--- config.mk ---
export PLATFORM = sky130hd
export DESIGN_NAME = sdram_sched_flat
export DESIGN_NICKNAME = d
export VERILOG_FILES = /design/src/rtl/sdram_sched_if.sv /design/src/rtl/sdram_sched.sv /design/src/flat_wrapper.sv
export SDC_FILE = /design/constraint.sdc
export NUM_CORES = 1
export LEC_CHECK = 0
export ABC_AREA = 1
export CORE_ASPECT_RATIO = 1.4
export CORE_UTILIZATION = 30
export DETAILED_ROUTE_END_ITERATION = 10
export GPL_ROUTABILITY_DRIVEN = 0
export PLACE_DENSITY = 0.48
export SLEW_MARGIN = 0
export SYNTH_ARGS = -nofsm -noshare
export SYNTH_HDL_FRONTEND = slang
export SYNTH_SLANG_ARGS = --single-unit
--- constraint.sdc ---
create_clock -name clk -period 2.05 [get_ports clk]
set_input_delay 0.615 -clock clk [delete_from_list [all_inputs] [get_ports clk]]
set_output_delay 0.615 -clock clk [all_outputs]
set_load 0.02 [all_outputs]
--- src/rtl/sdram_sched_if.sv ---
`default_nettype none
// ============================================================================
// Module   : sdram_sched_if
// Purpose  : Request/grant/status bundle between SDRAM clients and scheduler.
// Revision : 1.0
// ============================================================================
interface sdram_sched_if;
    logic        wr_req;
    logic        wr_done;
    logic        rd_req;
    logic        rd_done;
    logic        ref_ack;
    logic        eofavc;
    logic        wr_gnt;
    logic        rd_gnt;
    logic        ref_req;
    logic        busy;
    logic [2:0]  ref_pend;
    logic [15:0] wr_cnt;
    logic [15:0] rd_cnt;
    logic [1:0]  err;

    modport master (
        output wr_req, wr_done, rd_req, rd_done, ref_ack, eofavc,
        input  wr_gnt, rd_gnt, ref_req, busy, ref_pend, wr_cnt, rd_cnt, err
    );

    modport slave (
        input  wr_req, wr_done, rd_req, rd_done, ref_ack, eofavc,
        output wr_gnt, rd_gnt, ref_req, busy, ref_pend, wr_cnt, rd_cnt, err
    );
endinterface
`default_nettype wire

--- src/rtl/sdram_sched.sv ---
`default_nettype none
// ============================================================================
// Module   : sdram_sched
// Purpose  : Single-owner SDRAM access scheduler: write/read/refresh
//            arbitration, turnaround gap, refresh accounting and watchdog.
// Revision : 1.0
// ============================================================================
module sdram_sched #(
    parameter int REF_INTERVAL = 780,
    parameter int REF_URGENT   = 4,
    parameter int GAP_CYCLES   = 2,
    parameter int WDOG_CYCLES  = 4096
) (
    input  wire logic    clk,
    input  wire logic    reset,
    sdram_sched_if.slave bus
);

    localparam int c_TMR_W = (REF_INTERVAL > 1) ? $clog2(REF_INTERVAL) : 1;
    localparam int c_DW    = $clog2((WDOG_CYCLES > GAP_CYCLES) ? WDOG_CYCLES : GAP_CYCLES + 1);

    typedef enum logic [2:0] {
        S_IDLE = 3'd0,
        S_WR   = 3'd1,
        S_RD   = 3'd2,
        S_REF  = 3'd3,
        S_GAP  = 3'd4
    } state_t;

    state_t             r_state;
    state_t             w_next;
    logic [c_TMR_W-1:0] r_tmr;
    logic [2:0]         r_pend;
    logic [c_DW-1:0]    r_dwell;
    logic [15:0]        r_wr_cnt;
    logic [15:0]        r_rd_cnt;
    logic [1:0]         r_err;

    logic w_tick;
    logic w_dec;
    logic w_wdog_exp;
    logic w_gap_end;
    logic w_wr_inc;
    logic w_rd_inc;
    logic w_wdog_err;

    assign w_tick     = (r_tmr == '0);
    assign w_dec      = bus.ref_ack && (r_pend != 3'd0);
    assign w_wdog_exp = (r_dwell == c_DW'(WDOG_CYCLES - 1));
    assign w_gap_end  = (r_dwell == c_DW'(GAP_CYCLES - 1));

    always_ff @(negedge clk or posedge reset) begin
        if (reset) begin
            r_state <= S_IDLE;
        end else begin
            r_state <= w_next;
        end
    end

    always_comb begin
        w_next     = r_state;
        w_wr_inc   = 1'b0;
        w_rd_inc   = 1'b0;
        w_wdog_err = 1'b0;
        case (r_state)
            S_IDLE: begin
                if (r_pend >= 3'(REF_URGENT))            w_next = S_REF;
                else if (bus.rd_req)                     w_next = S_RD;
                else if (bus.wr_req && !bus.eofavc)      w_next = S_WR;
                else if (r_pend != 3'd0)                 w_next = S_REF;
            end
            S_WR: begin
                if (bus.wr_done) begin
                    w_next   = S_GAP;
                    w_wr_inc = 1'b1;
                end else if (w_wdog_exp) begin
                    w_next     = S_GAP;
                    w_wdog_err = 1'b1;
                end
            end
            S_RD: begin
                if (bus.rd_done) begin
                    w_next   = S_GAP;
                    w_rd_inc = 1'b1;
                end else if (w_wdog_exp) begin
                    w_next     = S_GAP;
                    w_wdog_err = 1'b1;
                end
            end
            S_REF: begin
                if (bus.ref_ack) begin
                    w_next = S_GAP;
                end else if (w_wdog_exp) begin
                    w_next     = S_GAP;
                    w_wdog_err = 1'b1;
                end
            end
            S_GAP: begin
                if (w_gap_end) w_next = S_IDLE;
            end
            default: w_next = S_IDLE;
        endcase
    end

    // One dwell counter serves both the watchdog and the gap: it restarts on
    // every state change, so each owner and each gap counts from zero.
    always_ff @(negedge clk or posedge reset) begin
        if (reset) begin
            r_tmr    <= c_TMR_W'(REF_INTERVAL - 1);
            r_pend   <= 3'd0;
            r_dwell  <= '0;
            r_wr_cnt <= 16'd0;
            r_rd_cnt <= 16'd0;
            r_err    <= 2'b00;
        end else begin
            r_tmr <= w_tick ? c_TMR_W'(REF_INTERVAL - 1) : r_tmr - 1'b1;

            if (w_tick && !w_dec) begin
                if (r_pend == 3'd7) r_err[0] <= 1'b1;
                else                r_pend   <= r_pend + 3'd1;
            end else if (!w_tick && w_dec) begin
                r_pend <= r_pend - 3'd1;
            end

            if (w_next != r_state)     r_dwell <= '0;
            else if (r_state != S_IDLE) r_dwell <= r_dwell + 1'b1;

            if (w_wr_inc)   r_wr_cnt <= r_wr_cnt + 16'd1;
            if (w_rd_inc)   r_rd_cnt <= r_rd_cnt + 16'd1;
            if (w_wdog_err) r_err[1] <= 1'b1;
        end
    end

    assign bus.wr_gnt   = (r_state == S_WR);
    assign bus.rd_gnt   = (r_state == S_RD);
    assign bus.ref_req  = (r_state == S_REF);
    assign bus.busy     = (r_state != S_IDLE);
    assign bus.ref_pend = r_pend;
    assign bus.wr_cnt   = r_wr_cnt;
    assign bus.rd_cnt   = r_rd_cnt;
    assign bus.err      = r_err;

endmodule
`default_nettype wire
--- src/flat_wrapper.sv ---
// flat-port wrapper written by rule: the top's interface ports become plain ports
module sdram_sched_flat 
#(
    parameter int REF_INTERVAL = 780,
    parameter int REF_URGENT   = 4,
    parameter int GAP_CYCLES   = 2,
    parameter int WDOG_CYCLES  = 4096
)
  (clk, reset, bus_wr_req, bus_wr_done, bus_rd_req, bus_rd_done, bus_ref_ack, bus_eofavc, bus_wr_gnt, bus_rd_gnt, bus_ref_req, bus_busy, bus_ref_pend, bus_wr_cnt, bus_rd_cnt, bus_err);
  sdram_sched_if bus_i ();
  input  wire logic clk;
  input  wire logic reset;
  input wire logic [$bits(bus_i.wr_req)-1:0] bus_wr_req;
  input wire logic [$bits(bus_i.wr_done)-1:0] bus_wr_done;
  input wire logic [$bits(bus_i.rd_req)-1:0] bus_rd_req;
  input wire logic [$bits(bus_i.rd_done)-1:0] bus_rd_done;
  input wire logic [$bits(bus_i.ref_ack)-1:0] bus_ref_ack;
  input wire logic [$bits(bus_i.eofavc)-1:0] bus_eofavc;
  output wire logic [$bits(bus_i.wr_gnt)-1:0] bus_wr_gnt;
  output wire logic [$bits(bus_i.rd_gnt)-1:0] bus_rd_gnt;
  output wire logic [$bits(bus_i.ref_req)-1:0] bus_ref_req;
  output wire logic [$bits(bus_i.busy)-1:0] bus_busy;
  output wire logic [$bits(bus_i.ref_pend)-1:0] bus_ref_pend;
  output wire logic [$bits(bus_i.wr_cnt)-1:0] bus_wr_cnt;
  output wire logic [$bits(bus_i.rd_cnt)-1:0] bus_rd_cnt;
  output wire logic [$bits(bus_i.err)-1:0] bus_err;
  assign bus_i.wr_req = bus_wr_req;
  assign bus_i.wr_done = bus_wr_done;
  assign bus_i.rd_req = bus_rd_req;
  assign bus_i.rd_done = bus_rd_done;
  assign bus_i.ref_ack = bus_ref_ack;
  assign bus_i.eofavc = bus_eofavc;
  assign bus_wr_gnt = bus_i.wr_gnt;
  assign bus_rd_gnt = bus_i.rd_gnt;
  assign bus_ref_req = bus_i.ref_req;
  assign bus_busy = bus_i.busy;
  assign bus_ref_pend = bus_i.ref_pend;
  assign bus_wr_cnt = bus_i.wr_cnt;
  assign bus_rd_cnt = bus_i.rd_cnt;
  assign bus_err = bus_i.err;
  sdram_sched #(.REF_INTERVAL(REF_INTERVAL), .REF_URGENT(REF_URGENT), .GAP_CYCLES(GAP_CYCLES), .WDOG_CYCLES(WDOG_CYCLES)) u_core (.clk(clk), .reset(reset), .bus(bus_i));
endmodule
==> impl_metrics.yaml, run 1 <==
# flow metrics
grt:
  grt_pass1_vias: 3093
  grtUsageMet3: 0.0318
  grt_max_degree: 17
  grtUsageMet2: 0.271
  busiest_layer: "met2"
  grt_pass1_wl_mm: 13.9
  overflow: 0
  use_met1: 0.175
cells_and_area:
  fillers: 1036
  largestClassByArea: "logic gates"
  nNonClkInverters: 54
  area_delta_synth_final_pct: 70.1
  buffers: 158
  drive_above_1_share: 0.486
  comb_cells: 258
  clockNetworkAreaShare: 0.0595
  antenna_cells: 0
  combGateArea_sq_um: 1830
  nClkBuffers: 12
  area_share_nonclk_buffers: 0.268
  finalNetCount: 562
  sh_seq_area: 0.276
detailed_routing:
  wl_met1_mm: 3.24
  drt.antenna.violating_nets: 0
  drtIter0Drc: 76
  dr_wl_met2_mm: 4.45
  met3RoutedLength_microns: 231
  via_per_inst: 4.33
  wl_per_cell_microns: 11.7
  drc: 0
  routed_wl_mm: 8.11
  num_vias: 3008
  firstDrtPassIters: 4
  highest_layer: "met4"
critical_path:
  worst_path_most_repeated_cell: "buf_6"
  max_stage_delay_ns: 0.55
  path_cells: "buf_6 -> nor2_4 -> nand2_2 -> buf_6"
  worstSetupPathType: "flop to output port"
  worst-path-buf-inv: 2
  setup.worst_path.end_class: "output port"
  startpoint_type: "flop"
  crit_family: "flip-flops"
  cp.arrival_ns: 2.30
  cp.required_ns: 1.43
  cp_max_fo: 6
pwr:
  total_power_mw: 5.95
  pg_comb_mw: 2.76
  largestPowerGroup: "combinational logic"
  power_frac_comb: 0.464
  vdd_drop_max_mv: 0.821
  net-switching-power_mw: 2.13
  power_density_nw_per_um2: 1060
  internal_power_mw: 3.82
  switching_share: 0.358
  clkPwrFrac: 0.275
  seqPwrFrac: 0.261
synth:
  xor_area_frac: 0.111
  ys_sh_adder: 0.0249
  syn_nets: 390
  synth-area-yosys_sq_um: 3310
  postSynthCellCount: 376
  muxShareOfSynthArea: 0
  logic_family: "simple AND/OR/NAND/NOR gates"
  syn_avg_cell_area_sq_um: 8.81
  synth-seq-cells: 62
  ys_warn_count: 0
  synth_cell_type_count: 36
  syn_area_sq_um: 3310
  synthSimpleGateAreaFrac: 0.290
  synth_stat.cells: 376
  ys_seq_share: 0.470
placed_design:
  postPlaceCellArea_sq_um: 4670
  dp_hpwl_mm: 5.86
  numPortBuffers: 48
  place_ws_ns: -1.24
  place_inst: 638
outcome:
  violations: "setup timing"
  outcome: "finished, violations left"
sta:
  max_slew_margin: 0.782
  tightest_slew_ns: 0.324
  whs_ns: 0.461
  finalHoldViolCount: 0
  setup_viol: 83
  setup_tns_ns: -30.23
  rsz0062_at_grt: "yes"
  finalWorstSetupSlack_ns: -0.867
clocking:
  clk_latency_ns: 0.39
  postCtsSetupBuffers: 24
  clockBufferDepth: 2
  cts-resized-gates: 317
  htreeDepth: 3
  cts_tree: "done"
  clock-root-buffer: "clkbuf_16"
die:
  fp.dieW_microns: 90.8
  taps: 141
  chipArea_sq_um: 11500
  die_h_microns: 126
  rows: 45
  ios: 49
min_path:
  hold_class: "flop to flop"
run:
  max-cap-violations: 0
  tool_warnings: 35
[run 1: worst paths after layout]
kind | endpoint | depth (start not counted) | start | slack (ns)
setup / recovery | bus_busy | 4 | u_core.r_state[0] | -0.87
hold / removal | u_core.r_tmr[0] | 1 | u_core.r_tmr[0] | 0.46
setup reg to reg | u_core.bus.ref_pend[2] | 11 | u_core.r_tmr[0] | 0.05
hold reg to reg | u_core.r_tmr[0] | 1 | u_core.r_tmr[0] | 0.46
max in group asynchronous | u_core.bus.wr_cnt[4] | 4 | reset | 0.19
min in group asynchronous | u_core.bus.err[1] | 3 | reset | 1.56
[run 1: synthesized netlist by cell type, drive strengths merged]
| cell type | instances | share of area |
|---|---|---|
| a21oi | 8 | 0.012 |
| a31o | 1 | 0.0026 |
| a31oi | 1 | 0.0019 |
| and3 | 1 | 0.0019 |
| buf | 1 | 0.0034 |
| dfrtn | 57 | 0.43 |
| dfstp | 5 | 0.040 |
| fa | 1 | 0.0060 |
| ha | 5 | 0.019 |
| inv | 55 | 0.063 |
| nand2 | 75 | 0.089 |
| nand3 | 26 | 0.047 |
| nand3b | 1 | 0.0023 |
| nand4 | 6 | 0.018 |
| nor2 | 62 | 0.093 |
| nor3 | 11 | 0.025 |
| nor3b | 1 | 0.0038 |
| nor4 | 4 | 0.0076 |
| o21ai | 9 | 0.016 |
| o21bai | 1 | 0.0023 |
| o31ai | 1 | 0.0023 |
| or2 | 2 | 0.0038 |
| xnor2 | 12 | 0.032 |
| xor2 | 30 | 0.079 |
[run 1: cell usage in the layout, fill, tap and decap left out, types with 16 or more instances in the layout]
cell,instances
nand3_1,16
xor2_1,30
inv_1,45
nor2_4,16
nand2_1,59
dfrtn_1,57
nor2_2,16
buf_4,89
buf_6,56
nor2_1,29
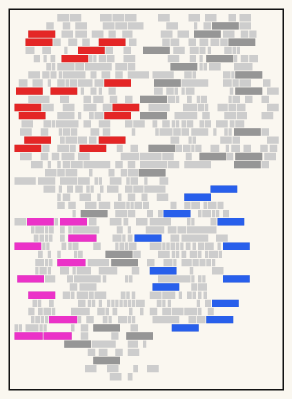
**Above:** run 1 (sequential cells coloured by netlist name).
Scale: 3 px per micron. Other sequential cells in the stronger grey, the rest of the logic in the fainter grey.
Key: magenta = u_core.r_tmr [flops 10]; blue = u_core.r_dwell [flops 12]; red = u_core.bus.rd_cnt [flops 16, where upper left]
Another 24 sequential cells are not coloured.
Reg area: 1560 sq um
sequential power: 1.56 mW
final core occ: 0.521

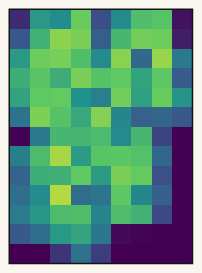
**Above:** run 1 (cell area per tile).
Scale: 2 px per micron. 9 x 13 tiles, from dark purple (low) to yellow (high), 0 to 100% covered.
13% of the tiles are nearly empty. 16% of the tiles are over 75% full. The emptiest ninth of the die: lower right. The mean over all tiles is 48%. The fullest tile reaches 89%.
core footprint: 10800 sq um
fp_density: 0.306

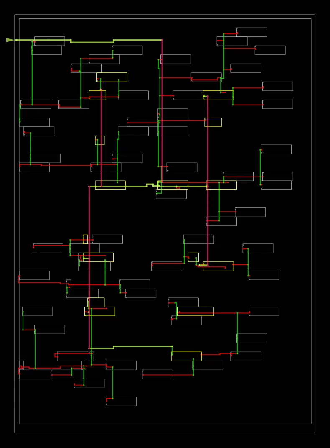
**Above:** run 1 (clock wiring as the flow saved it).
Sink Count: 62
registers: 62
Power Clock: 1.63 mW
Setup Skew: 0.0586 ns
Inserted Clock Buffers: 9

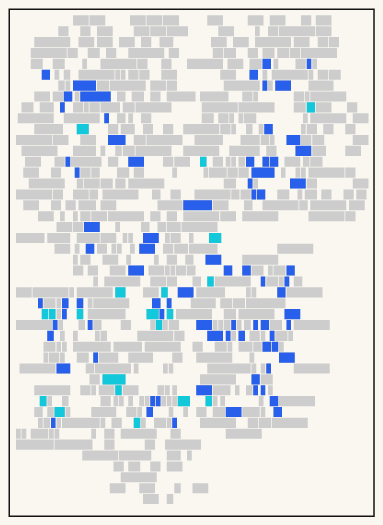
**Above:** run 1 (logic cells by family).
Scale: 4 px per micron.
Key: blue = nor cells [cells 78, most used nor2_1]; cyan = aoi and oai cells [cells 20, most used a21oi_1]
Top cell excl fill/tap: buf_4
Post-Layout Cell Count: 694
combinational share of cell area: 0.324

==> inputs of run 2 (changes only) <==
--- a/config.mk
+++ b/config.mk
@@ -10,7 +10,7 @@
 export CORE_UTILIZATION = 30
 export DETAILED_ROUTE_END_ITERATION = 10
 export GPL_ROUTABILITY_DRIVEN = 0
-export PLACE_DENSITY = 0.48
+export PLACE_DENSITY = 0.46
 export SLEW_MARGIN = 0
 export SYNTH_ARGS = -nofsm -noshare
 export SYNTH_HDL_FRONTEND = slang
==> constraint.sdc (replaced) <==
create_clock -name clk -period 3.5 [get_ports clk]
set_input_delay 1.05 -clock clk [delete_from_list [all_inputs] [get_ports clk]]
set_output_delay 1.05 -clock clk [all_outputs]
set_load 0.02 [all_outputs]
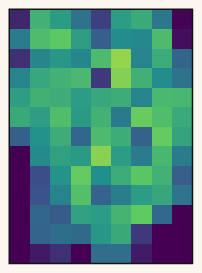
**Above:** run 2 (cell area per tile).
Scale: 2 px per micron. 9 x 13 tiles, from dark purple (low) to yellow (high), 0 to 100% covered.
The fullest tile reaches 84%. The mean over all tiles is 44%. The emptiest ninth of the die: lower left.
final core occ: 0.488

==> impl_metrics.yaml, run 2 <==
# flow metrics
die:
  fp.dieW_microns: 90.8
  ios: 49
  floorplan.core_util: 0.306
  die_h_microns: 126
  core_area_sq_um: 10800
  chipArea_sq_um: 11500
  rows: 45
detailed_routing:
  num_vias: 2923
  routed_wl_mm: 7.87
  drc: 0
  via_per_inst: 4.28
  drtIter0Drc: 56
  wl_per_cell_microns: 11.5
  firstDrtPassIters: 4
  drt.antenna.violating_nets: 0
clocking:
  clock-root-buffer: "clkbuf_16"
  htreeDepth: 3
  path_clk_slew_ns: 0.04
  clockBufferDepth: 2
  cts.hold.buffers_added: 0
  clk_latency_ns: 0.38
  cts_tree: "done"
  clock-sinks: 62
  cts_made_buffers: 9
cells_and_area:
  final_cell_area_sq_um: 5270
  combGateArea_sq_um: 1680
  fillers: 1056
  antenna_cells: 0
  layout_top_cells: "buf_4, nand2_1, dfrtn_1, inv_1, buf_6"
  finalNetCount: 551
  drive_above_1_share: 0.441
  layout.cells.most_common: "buf_4"
  finalNonFillerCells: 683
  seq_area_sq_um: 1560
  area_delta_synth_final_pct: 59.1
run:
  tool_warnings: 35
  max-cap-violations: 0
pwr:
  vdd_drop_max_mv: 0.296
  power_density_nw_per_um2: 612
  total_power_mw: 3.22
  leakage_nw: 2.68
grt:
  track_usage: 0.150
  grt_max_degree: 17
  grtUsageMet3: 0.0354
  use_met1: 0.177
  overflow: 0
  grtUsageMet2: 0.264
  grt_pass1_wl_mm: 13.7
  busiest_layer: "met2"
  grt_pass1_vias: 3046
  antenna_found_initial: 0
synth:
  synth_cell_type_count: 36
  synth-seq-cells: 62
  ys_seq_share: 0.470
  edf_count: 0
  syn_avg_cell_area_sq_um: 8.81
  ys_warn_count: 0
  ys_dominant_reg_cell: "dfrtn_1"
  yosysMostFrequentCell: "nand2_1"
  syn_nets: 390
  syn_area_sq_um: 3310
  synth-area-yosys_sq_um: 3310
  async_flop_share: 1.00
  synth_stat.cells: 376
  top_cells_by_area: "dfrtn_1, nand2_1, xor2_1"
  postSynthCellCount: 376
  top_area_frac: 0.431
  synthTopCellsByCount: "nand2_1, dfrtn_1, inv_1"
  synth_area_leader_cell: "dfrtn_1"
critical_path:
  cp.required_ns: 2.45
  cp.arrival_ns: 2.99
  startpoint: "u_core.r_state[1]"
  max_stage_delay_ns: 0.50
  path_cells: "nand2_1 -> nor2_4 -> buf_4"
  worstSetupEndpoint: "bus_ref_req"
  worst_path_max_delay_cell: "dfrtn_1"
  rr_startpoint: "u_core.r_tmr[0]"
  worst-path-buf-inv: 1
  r2r-end: "u_core.bus.ref_pend[2]"
  setup.worst_path.end_class: "output port"
  worstSetupPathType: "flop to output port"
  worstRegToRegCells: 11
  crit_family: "flip-flops"
  startpoint_type: "flop"
  cp_max_fo: 5
  rrSetupSlack_ns: 1.23
  crit_cells: 3
sta:
  tightest_slew_ns: 0.414
  setup_tns_ns: -9.25
  finalWorstSetupSlack_ns: -0.541
  max_slew_margin: 0.722
  whs_ns: 0.449
  setup_viol: 55
  drv_slew: 0
  skew_ns: 0.0477
  rsz0062_at_grt: "yes"
  finalHoldViolCount: 0
outcome:
  violations: "setup timing"
  outcome: "finished, violations left"
min_path:
  hp-start: "u_core.bus.err[1]"
  hold_class: "flop to flop"
placed_design:
  place_ws_ns: -0.887
  postPlaceCellArea_sq_um: 4570
  dp_hpwl_mm: 5.87
  numPortBuffers: 48
  place_inst: 630
run 2: cell counts after synthesis:
Identical to the previous run, type by type.
run 2: timing repair:
item	CTS	global route
gates resized	286	17
pin swaps	21	18
setup endpoints to repair	93	64
setup buffers	18	16
cloned	1	0
hold endpoints to repair	0	0
run 2: final cells by class:
class | instances | share of cell area
Clock buffer | 12 | 0.0487
Clock inverter | 9 | 0.00736
Inverter | 54 | 0.0434
Multi-Input combinational cell | 258 | 0.319
Sequential cell | 62 | 0.296
Tap cell | 141 | 0.0335
Timing Repair Buffer | 147 | 0.253
run 2: cell families after synthesis:
logic type      synth area share
xor+xnor                   0.111
flops                      0.470
compound gates            0.0370
fa+ha+maj                 0.0249
buf+inv                   0.0665
simple gates               0.290
run 2: worst min path at each step:
| stage | cells past startpoint | to | slack, ns |
|---|---|---|---|
| 2_1_floorplan | 1 | u_core.r_tmr[0] | 0.44 |
| 3_3_place_gp | 1 | u_core.bus.err[1] | 0.42 |
| 3_5_place_dp | 1 | u_core.bus.err[1] | 0.43 |
| 4_1_cts | 1 | u_core.bus.err[1] | 0.46 |
| 5_1_grt | 1 | u_core.r_tmr[0] | 0.48 |
| 6_report | 1 | u_core.bus.err[1] | 0.45 |
run 2: worst reg2reg max path: stages (launching register included):
cell	delay, ns
dfstp_2	0.37
inv_1	0.07
ha_1	0.18
nand3_1	0.16
nor3_2	0.21
nand2_2	0.15
inv_1	0.23
nand2_4	0.08
fa_2	0.34
nand2_1	0.07
nand2_1	0.06
xor2_1	0.15
run 2: power by group:
| group | switching [mW] | internal [mW] |
|---|---|---|
| clock network | 0.328 | 0.520 |
| registers | 0.0839 | 0.829 |
| logic | 0.754 | 0.710 |
run 2: layer usage:
metal,up-vias,share of wire
met5,-,0
met4,0,0.014
met3,11,0.031
met2,30,0.53
met1,1375,0.42
li1,1507,-
==> inputs of run 3 (changes only) <==
--- a/config.mk
+++ b/config.mk
@@ -6,7 +6,6 @@
 export NUM_CORES = 1
 export LEC_CHECK = 0
 export ABC_AREA = 1
-export CORE_ASPECT_RATIO = 1.4
 export CORE_UTILIZATION = 30
 export DETAILED_ROUTE_END_ITERATION = 10
 export GPL_ROUTABILITY_DRIVEN = 0
==> constraint.sdc (replaced) <==
create_clock -name clk -period 4.9 [get_ports clk]
set_input_delay 1.47 -clock clk [delete_from_list [all_inputs] [get_ports clk]]
set_output_delay 1.47 -clock clk [all_outputs]
set_load 0.02 [all_outputs]
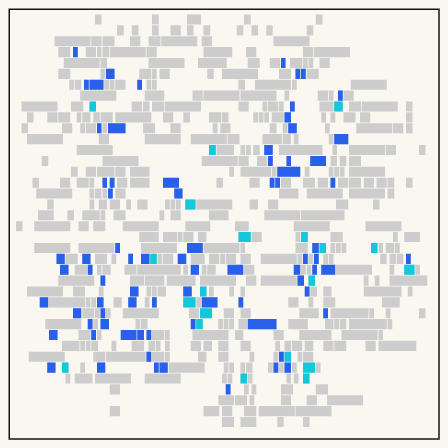
**Above:** run 3 (logic cells by family).
Scale: 4 px per micron.
Key: blue = nor cells [cells 78, most used nor2_1]; cyan = aoi and oai cells [cells 20, most used o21ai_0]
Post-Layout Cell Count: 654
combinational share of cell area: 0.340

==> impl_metrics.yaml, run 3 <==
# flow metrics
synth:
  synth-seq-cells: 62
  syn_nets: 390
  async_flop_share: 1.00
  ys_dominant_reg_cell: "dfrtn_1"
  top_cells_by_area: "dfrtn_1, nand2_1, xor2_1"
  syn_area_sq_um: 3310
  synth-area-yosys_sq_um: 3310
  synth_cell_type_count: 36
  yosysMostFrequentCell: "nand2_1"
  synth_stat.cells: 376
  synth_area_leader_cell: "dfrtn_1"
  ys_seq_share: 0.470
  postSynthCellCount: 376
  edf_count: 0
  top_area_frac: 0.431
  synthTopCellsByCount: "nand2_1, dfrtn_1, inv_1"
  ys_warn_count: 0
  syn_avg_cell_area_sq_um: 8.81
clocking:
  path_clk_slew_ns: 0.05
  cts.hold.buffers_added: 0
  clk_latency_ns: 0.38
  clock-root-buffer: "clkbuf_8"
  cts_tree: "done"
  htreeDepth: 3
  clock-sinks: 62
  clockBufferDepth: 2
  cts_made_buffers: 9
grt:
  use_met1: 0.187
  grtUsageMet3: 0.0280
  grt_max_degree: 34
  antenna_found_initial: 0
  grt_pass1_wl_mm: 12.9
  track_usage: 0.142
  grt_pass1_vias: 2780
  overflow: 0
  grtUsageMet2: 0.230
  busiest_layer: "met2"
detailed_routing:
  drc: 0
  drtIter0Drc: 74
  num_vias: 2796
  routed_wl_mm: 7.68
  dr_wl_met2_mm: 3.58
  wl_met1_mm: 3.73
  wl_per_cell_microns: 11.7
  via_per_inst: 4.28
  drt.antenna.violating_nets: 0
  firstDrtPassIters: 4
  highest_layer: "met4"
  met3RoutedLength_microns: 239
sta:
  skew_ns: 0.0601
  setup_tns_ns: -0.951
  finalWorstSetupSlack_ns: -0.255
  finalHoldViolCount: 0
  setup_viol: 4
  rsz0062_at_grt: "yes"
  drv_slew: 0
  max_slew_margin: 0.709
  tightest_slew_ns: 0.433
die:
  floorplan.core_util: 0.307
  ios: 49
  chipArea_sq_um: 11500
  rows: 38
  fp.dieW_microns: 107
  die_h_microns: 107
  core_area_sq_um: 10800
cells_and_area:
  area_delta_synth_final_pct: 41.2
  layout.cells.most_common: "buf_4"
  final_cell_area_sq_um: 4680
  drive_above_1_share: 0.385
  finalNetCount: 523
  layout_top_cells: "buf_4, nand2_1, dfrtn_1, inv_1, nor2_1"
  antenna_cells: 0
critical_path:
  cp_max_fo: 5
  startpoint: "u_core.r_state[1]"
  worst-path-buf-inv: 1
  r2r-end: "u_core.bus.ref_pend[2]"
  setup.worst_path.end_class: "output port"
  rr_startpoint: "u_core.r_tmr[0]"
  worstRegToRegCells: 12
  crit_family: "flip-flops"
  cp.arrival_ns: 3.69
  worstSetupPathType: "flop to output port"
  rrSetupSlack_ns: 2.54
  max_stage_delay_ns: 0.56
  path_cells: "nand2_2 -> nor2_4 -> buf_6"
  cp.required_ns: 3.43
  startpoint_type: "flop"
  worst_path_max_delay_cell: "dfrtn_1"
pwr:
  largestPowerGroup: "combinational logic"
  clkPwrFrac: 0.268
  power_frac_comb: 0.436
  powerSeq_mw: 0.641
  net-switching-power_mw: 0.796
  powerClk_mw: 0.582
  power_density_nw_per_um2: 463
  seqPwrFrac: 0.296
  internal_power_mw: 1.37
  vdd_drop_max_mv: 0.223
  pg_comb_mw: 0.945
  switching_share: 0.367
  leakage_nw: 2.44
  total_power_mw: 2.17
placed_design:
  postPlaceCellArea_sq_um: 4490
  dp_hpwl_mm: 5.44
  numPortBuffers: 48
run:
  tool_warnings: 35
  max-cap-violations: 0
outcome:
  outcome: "finished, violations left"
  violations: "setup timing"
min_path:
  hold_class: "flop to flop"
  whs_endpoint: "u_core.bus.err[1]"
  hp-start: "u_core.bus.err[1]"
  min_path_cells: 1
-- run 3: how the worst max path moves through the flow --
stage | cells after the start | slack, ns | endpoint
finish | 3 | -0.26 | bus_ref_req
global route | 3 | -0.30 | bus_ref_req
CTS | 4 | -0.32 | bus_rd_gnt
detailed placement | 11 | -0.62 | u_core.r_dwell[10]
global placement | 11 | -0.59 | u_core.r_dwell[10]
floorplan | 10 | -0.04 | u_core.r_dwell[1]
-- run 3: cell type report --
| class | count | area, sq um |
|---|---|---|
| Clock inverter | 8 | 109 |
| Timing Repair Buffer | 119 | 883 |
| Fill cell | 1101 | 6110 |
| Inverter | 54 | 209 |
| Clock buffer | 13 | 153 |
| Tap cell | 140 | 175 |
| Multi-Input combinational cell | 258 | 1590 |
| Sequential cell | 62 | 1560 |
-- run 3: through the flow --
stage / instances / hold slack [ns] / util / setup WS (ns)
2_1_floorplan: 376 / 0.437 / - / -0.0373
3_3_place_gp: 628 / 0.423 / 0.416 / -0.585
3_5_place_dp: 628 / 0.431 / 0.416 / -0.620
4_1_cts: 650 / 0.430 / 0.426 / -0.315
5_1_grt: 654 / 0.448 / 0.434 / -0.300
6_report: 654 / 0.427 / 0.434 / -0.255
-- run 3: repair_timing --
item	4_1_cts	5_1_grt
gates cloned	1	0
buffers inserted	1	4
gates resized	187	20
setup endpoints to repair	76	23
pin swaps	10	9
-- run 3: cells by family after synthesis --
logic type	count (synthesis)	synth area share
AOI/OAI and AO/OA	21	0.0370
xor gates and xnor gates	42	0.111
adders and majority gates	6	0.0249
buffers and inverters	56	0.0665
DFF	62	0.470
and+or+nand+nor	189	0.290
Power is estimated from default activity; no workload was simulated.
